**Signal wires on met3**

Scale bar: 20 µm.
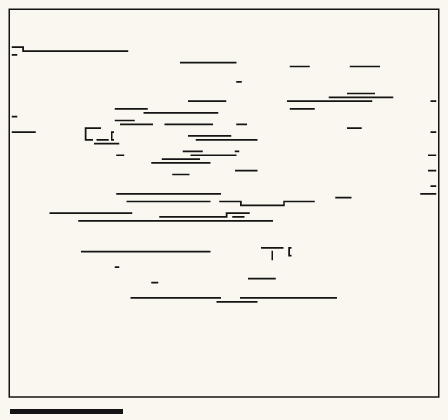
**Placement by cell class**

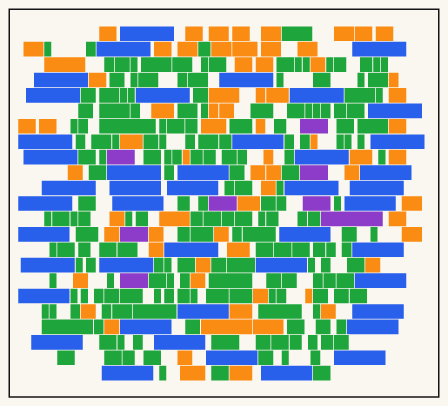
**Where the registers sit**

Scale bar: 20 µm.
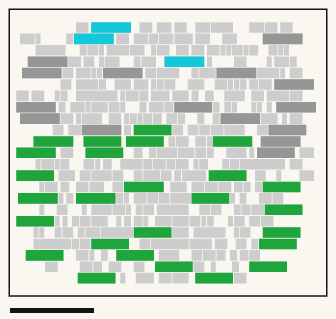
**Cell placement**

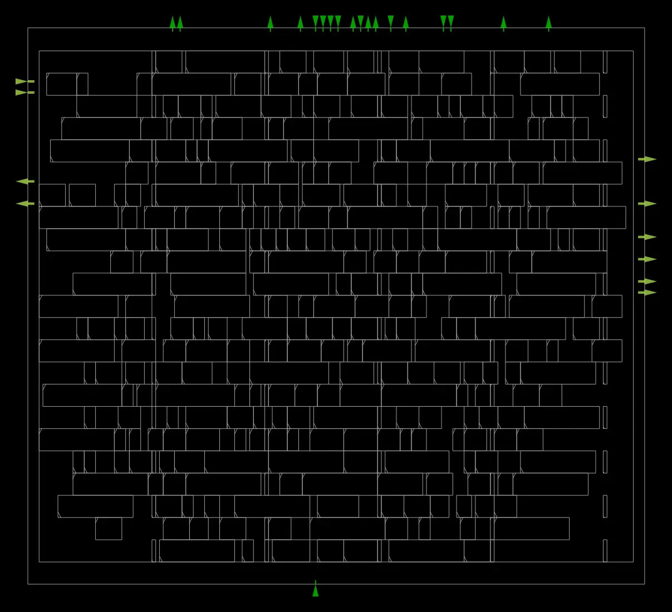
**Local utilization**

The die is cut into 8 by 7 equal tiles; white is low, dark blue is high, 0 to 100% covered.
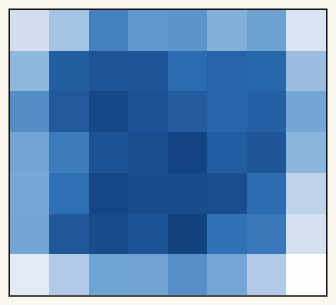
### src/rtl/demux1to5_scroll_if.sv
// Slot-write and scroll bundle between the character source
// and the five-slot registered demultiplexer.
interface demux1to5_scroll_if;
  logic       Clear;
  logic       Wr;
  logic [2:0] Sel;
  logic [2:0] In;
  logic       ScrollEn;
  logic [2:0] outU;
  logic [2:0] outV;
  logic [2:0] outW;
  logic [2:0] outX;
  logic [2:0] outY;
  logic       Ack;
  logic       Err;
  logic       Tick;

  modport master (
    output Clear, Wr, Sel, In, ScrollEn,
    input  outU, outV, outW, outX, outY,
    input  Ack, Err, Tick
  );

  modport slave (
    input  Clear, Wr, Sel, In, ScrollEn,
    output outU, outV, outW, outX, outY,
    output Ack, Err, Tick
  );
endinterface

### src/rtl/demux1to5_scroll.sv
// Registered 1-to-5 character demux with optional left scroll
// of all five slots at a prescaled rate.
module demux1to5_scroll #(
  parameter int         DIV   = 50000000,
  parameter int         CW    = 26,
  parameter logic [2:0] BLANK = 3'b111
) (
  input logic                 Clock,
  input logic                 Reset,
  demux1to5_scroll_if.slave   bus
);

  localparam logic [CW-1:0] TC = CW'(DIV - 1);

  logic [2:0]    slot_q [5];
  logic [2:0]    slot_d [5];
  logic [CW-1:0] cnt_q;
  logic [CW-1:0] cnt_d;
  logic          rot;
  logic          legal;
  logic          wr_ok;
  logic          wr_bad;
  logic          ack_q;
  logic          err_q;
  logic          tick_q;

  assign rot    = bus.ScrollEn && (cnt_q == TC);
  assign legal  = bus.Sel < 3'd5;
  assign wr_ok  = bus.Wr && legal && !bus.Clear;
  assign wr_bad = bus.Wr && !legal && !bus.Clear;

  always_comb begin
    cnt_d = cnt_q + CW'(1);
    if (bus.Clear || !bus.ScrollEn || rot)
      cnt_d = '0;
  end

  // Rotate first, then let a write land in the rotated image.
  always_comb begin
    for (int i = 0; i < 5; i++)
      slot_d[i] = slot_q[i];
    if (rot)
      for (int i = 0; i < 5; i++)
        slot_d[i] = slot_q[(i + 1) % 5];
    for (int i = 0; i < 5; i++)
      if (wr_ok && bus.Sel == 3'(i))
        slot_d[i] = bus.In;
    if (bus.Clear)
      for (int i = 0; i < 5; i++)
        slot_d[i] = BLANK;
  end

  always_ff @(posedge Clock or posedge Reset) begin
    if (Reset) begin
      for (int i = 0; i < 5; i++)
        slot_q[i] <= BLANK;
      cnt_q  <= '0;
      ack_q  <= 1'b0;
      err_q  <= 1'b0;
      tick_q <= 1'b0;
    end else begin
      for (int i = 0; i < 5; i++)
        slot_q[i] <= slot_d[i];
      cnt_q  <= cnt_d;
      ack_q  <= wr_ok;
      err_q  <= wr_bad;
      tick_q <= rot && !bus.Clear;
    end
  end

  assign bus.outU = slot_q[0];
  assign bus.outV = slot_q[1];
  assign bus.outW = slot_q[2];
  assign bus.outX = slot_q[3];
  assign bus.outY = slot_q[4];
  assign bus.Ack  = ack_q;
  assign bus.Err  = err_q;
  assign bus.Tick = tick_q;

endmodule

### src/flat_wrapper.sv
// flat-port wrapper written by rule: the top's interface ports become plain ports
module demux1to5_scroll_flat 
#(
  parameter int         DIV   = 50000000,
  parameter int         CW    = 26,
  parameter logic [2:0] BLANK = 3'b111
)
  (Clock, Reset, bus_Clear, bus_Wr, bus_Sel, bus_In, bus_ScrollEn, bus_outU, bus_outV, bus_outW, bus_outX, bus_outY, bus_Ack, bus_Err, bus_Tick);
  demux1to5_scroll_if bus_i ();
  input logic Clock;
  input logic Reset;
  input wire logic [$bits(bus_i.Clear)-1:0] bus_Clear;
  input wire logic [$bits(bus_i.Wr)-1:0] bus_Wr;
  input wire logic [$bits(bus_i.Sel)-1:0] bus_Sel;
  input wire logic [$bits(bus_i.In)-1:0] bus_In;
  input wire logic [$bits(bus_i.ScrollEn)-1:0] bus_ScrollEn;
  output wire logic [$bits(bus_i.outU)-1:0] bus_outU;
  output wire logic [$bits(bus_i.outV)-1:0] bus_outV;
  output wire logic [$bits(bus_i.outW)-1:0] bus_outW;
  output wire logic [$bits(bus_i.outX)-1:0] bus_outX;
  output wire logic [$bits(bus_i.outY)-1:0] bus_outY;
  output wire logic [$bits(bus_i.Ack)-1:0] bus_Ack;
  output wire logic [$bits(bus_i.Err)-1:0] bus_Err;
  output wire logic [$bits(bus_i.Tick)-1:0] bus_Tick;
  assign bus_i.Clear = bus_Clear;
  assign bus_i.Wr = bus_Wr;
  assign bus_i.Sel = bus_Sel;
  assign bus_i.In = bus_In;
  assign bus_i.ScrollEn = bus_ScrollEn;
  assign bus_outU = bus_i.outU;
  assign bus_outV = bus_i.outV;
  assign bus_outW = bus_i.outW;
  assign bus_outX = bus_i.outX;
  assign bus_outY = bus_i.outY;
  assign bus_Ack = bus_i.Ack;
  assign bus_Err = bus_i.Err;
  assign bus_Tick = bus_i.Tick;
  demux1to5_scroll #(.DIV(DIV), .CW(CW), .BLANK(BLANK)) u_core (.Clock(Clock), .Reset(Reset), .bus(bus_i));
endmodule
### config.mk
export PLATFORM = sky130hd
export DESIGN_NAME = demux1to5_scroll_flat
export DESIGN_NICKNAME = d
export VERILOG_FILES = /design/src/rtl/demux1to5_scroll_if.sv /design/src/rtl/demux1to5_scroll.sv /design/src/flat_wrapper.sv
export SDC_FILE = /design/constraint.sdc
export NUM_CORES = 1
export LEC_CHECK = 0
export CAP_MARGIN = 15
export CORE_ASPECT_RATIO = 0.9
export CORE_UTILIZATION = 50
export CTS_BUF_LIST = sky130_fd_sc_hd__clkbuf_4 sky130_fd_sc_hd__clkbuf_8 sky130_fd_sc_hd__clkbuf_16
export DETAILED_ROUTE_END_ITERATION = 12
export GPL_ROUTABILITY_DRIVEN = 0
export GPL_TIMING_DRIVEN = 0
export PLACE_DENSITY = 0.76
export SYNTH_ARGS = -nofsm -noshare
export SYNTH_HDL_FRONTEND = slang
export SYNTH_SLANG_ARGS = --single-unit
### constraint.sdc
create_clock -name Clock -period 2.1 [get_ports Clock]
set_clock_uncertainty 0.1 [all_clocks]
set_input_delay 0.42 -clock Clock [delete_from_list [all_inputs] [get_ports Clock]]
set_output_delay 0.42 -clock Clock [all_outputs]
set_load 0.05 [all_outputs]
==> CHANGELOG.md <==
## Implementation

- Status: complete, but fails checks
- Violated checks: negative setup slack
- NetSw: 409.5 µW
- Top Layout Cells: nor2_1 (38), dfrtp_1 (23), buf_4 (19)
- M2 GR Usage: 37.95%
- Yosys Warn Count: 0
- Final setup vio count: 23
- Setup WS post-layout: -0.04467 ns
- Fp_density: 53.38%
- # Taps: 62
- Reg2Reg Depth: 7
- Adder Share, Synth: 0.5155%
- Asr flop ratio synth: 100.0%
- Root cell of the clock tree: clkbuf_8
- Detail Placement HPWL: 4188 µm
- Synth area leader: dfrtp_1
- Total Neg Setup Slack: -0.5500 ns
- Top Layer Used: met4
- Clock power frac: 40.9%
- Gr busiest metal: met1
- Vias per cell: 6.257
- Crit path launch type: flop
- Hold Buf Count CTS: 0
- P_clk: 718 µW
- Antenna violations before repair: 0
- Top-area cell share: 29.90%
- Yosys Chip Area: 2427 µm²
- Share of layout cells above drive strength 1: 33.23%
- Gr usage total: 26.72%
- Die W: 75.45 µm
- Post-synth mux share: 0%
- Final Total Pwr: 1.755 mW
- Routed wl met3: 392 µm
- Ports: 29
- Min Tclk post-route: 2.145 ns
- Top logic family: simple AND/OR/NAND/NOR gates
- Max FO, Critical Path: 10
- Final ANT Viol Nets: 0
- R2R setup slack: -0.04 ns
- Global-route wire length before repair: 10060 µm
- Synthesized area: 2427 µm²
- P_leak: 1.268 nW
- Sequential power share: 49.5%
- Congestion Overflow GR: 0
- Clock latency on the worst-skew pair: 0.30 ns
- Area after DPL: 2818 µm²
- Final hold slack: 0.2550 ns
- Clk sinks: 44
- Synth Area in Simple Gates: 29.23%
- Port-buffer cells: 28
- Clock network area share: 3.750%
- Clk buf depth: 2
- First-pass detailed-route iteration total: 5
- DR iter-0 viols: 233
- Top FF cell, synth: dfrtp_1
- Top cell category: logic gates
- Classification of the worst setup path: flop to flop
- Met1 GRT Util: 40.88%
- Switching share of power: 23.33%
- Clock-pin slew on the worst setup and hold paths: 0.09 ns
- Xor/xnor share: 3.969%
- Synth Instances: 257
- Diodes inserted: 0
- Most frequent logic cell in the layout: nor2_1
- Routed wl met2: 3136 µm
- Netlist cell types: 45
- Largest net degree at the start of global routing: 36
- Peak supply drop: 0.4252 mV
- Worst min-delay path category: input port to asynchronous set/reset pin
- Placed insts: 348
- CP Data Required Time: 2.18 ns
- Non-clock inverter count: 6
- CP Data Arrival Time: 2.23 ns
- Max cap viols: 0
- Die Height: 68.10 µm
## Picture notes: 'signal wires on met3'
The wires run mostly horizontal. The layer carries 393 µm of wire. The longest straight run is 34.0 µm. 46 nets have wire on it.
final WL: 6777 µm
via count: 2384
GR Layer Usage met3: 5.007%

## Picture notes: 'placement by cell class'
Orange shows other buffers and delay cells, cells 70. Green shows all other logic, cells 197. Blue shows flip-flops, cells 44. Purple shows clock drivers and dummy loads, cells 8.
Rows: 23
Finished Cell Area: 3369 µm²
Seq/total area: 33.46%
final core utilization: 74.11%
Core Region: 4547 µm²

## Picture notes: 'where the registers sit'
Green shows u_core.cnt_q, placed flops 26. Cyan shows u_core.bus.outU, placed flops 3.
register cell area after layout: 1127 µm²
Seq power: 869 µW

## Picture notes: 'cell placement'
seq_cells: 44
Fillers: 344

## Picture notes: 'local utilization'
46% of the tiles are over 75% full. 1.8% of the tiles are nearly empty. The fullest tile reaches 93%. The emptiest ninth of the die: south-east. The densest ninth of the die: center.

==> worst max-delay path by stage <==
stage,endpoint,startpoint,slack (ns)
3_5_place_dp,u_core.bus.outY[0],bus_Wr,-0.56
5_1_grt,u_core.cnt_q[12],u_core.cnt_q[9],-0.08
3_3_place_gp,u_core.bus.outY[2],bus_Clear,-0.55
2_1_floorplan,u_core.cnt_q[24],u_core.cnt_q[0],0.06
4_1_cts,u_core.cnt_q[22],bus_ScrollEn,0.005
6_report,u_core.cnt_q[14],u_core.cnt_q[9],-0.04
==> cells by family after synthesis <==
logic type | after synthesis
compound gates | 56
xor+xnor | 11
fa+ha+maj | 1
buf+inv | 22
flops | 44
simple gates | 123
==> sequential cells by signal (all words and copies together) (netlist names) <==
name	flops
u_core.bus.outY	3
u_core.bus.outW	3
u_core.bus.Err	1
u_core.bus.outV	3
u_core.bus.Tick	1
u_core.bus.outX	3
u_core.bus.Ack	1
u_core.bus.outU	3
u_core.cnt_q	26
==> worst max-delay path, stage by stage, from the launching register on <==
cell and delay [ns]:
dfrtp_2 0.43, buf_6 0.12, or4b_4 0.52, nor4_4 0.33
a211o_1 0.18, buf_6 0.15, buf_8 0.14, nor2_1 0.06
==> cell usage after synthesis (all sizes together), types with 2 or more instances <==
cell,count
o31ai,5
nand4b,2
nor3,12
nand4,10
or3,11
o21ai,11
xor2,4
dfrtp,29
or4,10
a311oi,8
nor2,39
nand3,8
a2111oi,9
inv,6
or3b,2
xnor2,7
or4b,2
or2,2
a211oi,6
nor4,3
dfstp,15
nand2,10
and4,7
clkbuf,8
a21oi,15
buf,8
==> what timing repair did <==
action                                  CTS  global route
pin swaps                                 7            18
hold endpoints to repair                  0             0
endpoints found under the setup margin   56            39
resized                                  39            47
cloned                                    0             1
buffers inserted                         12            13
No activity file was given, so power comes from the tool's default toggle rates.
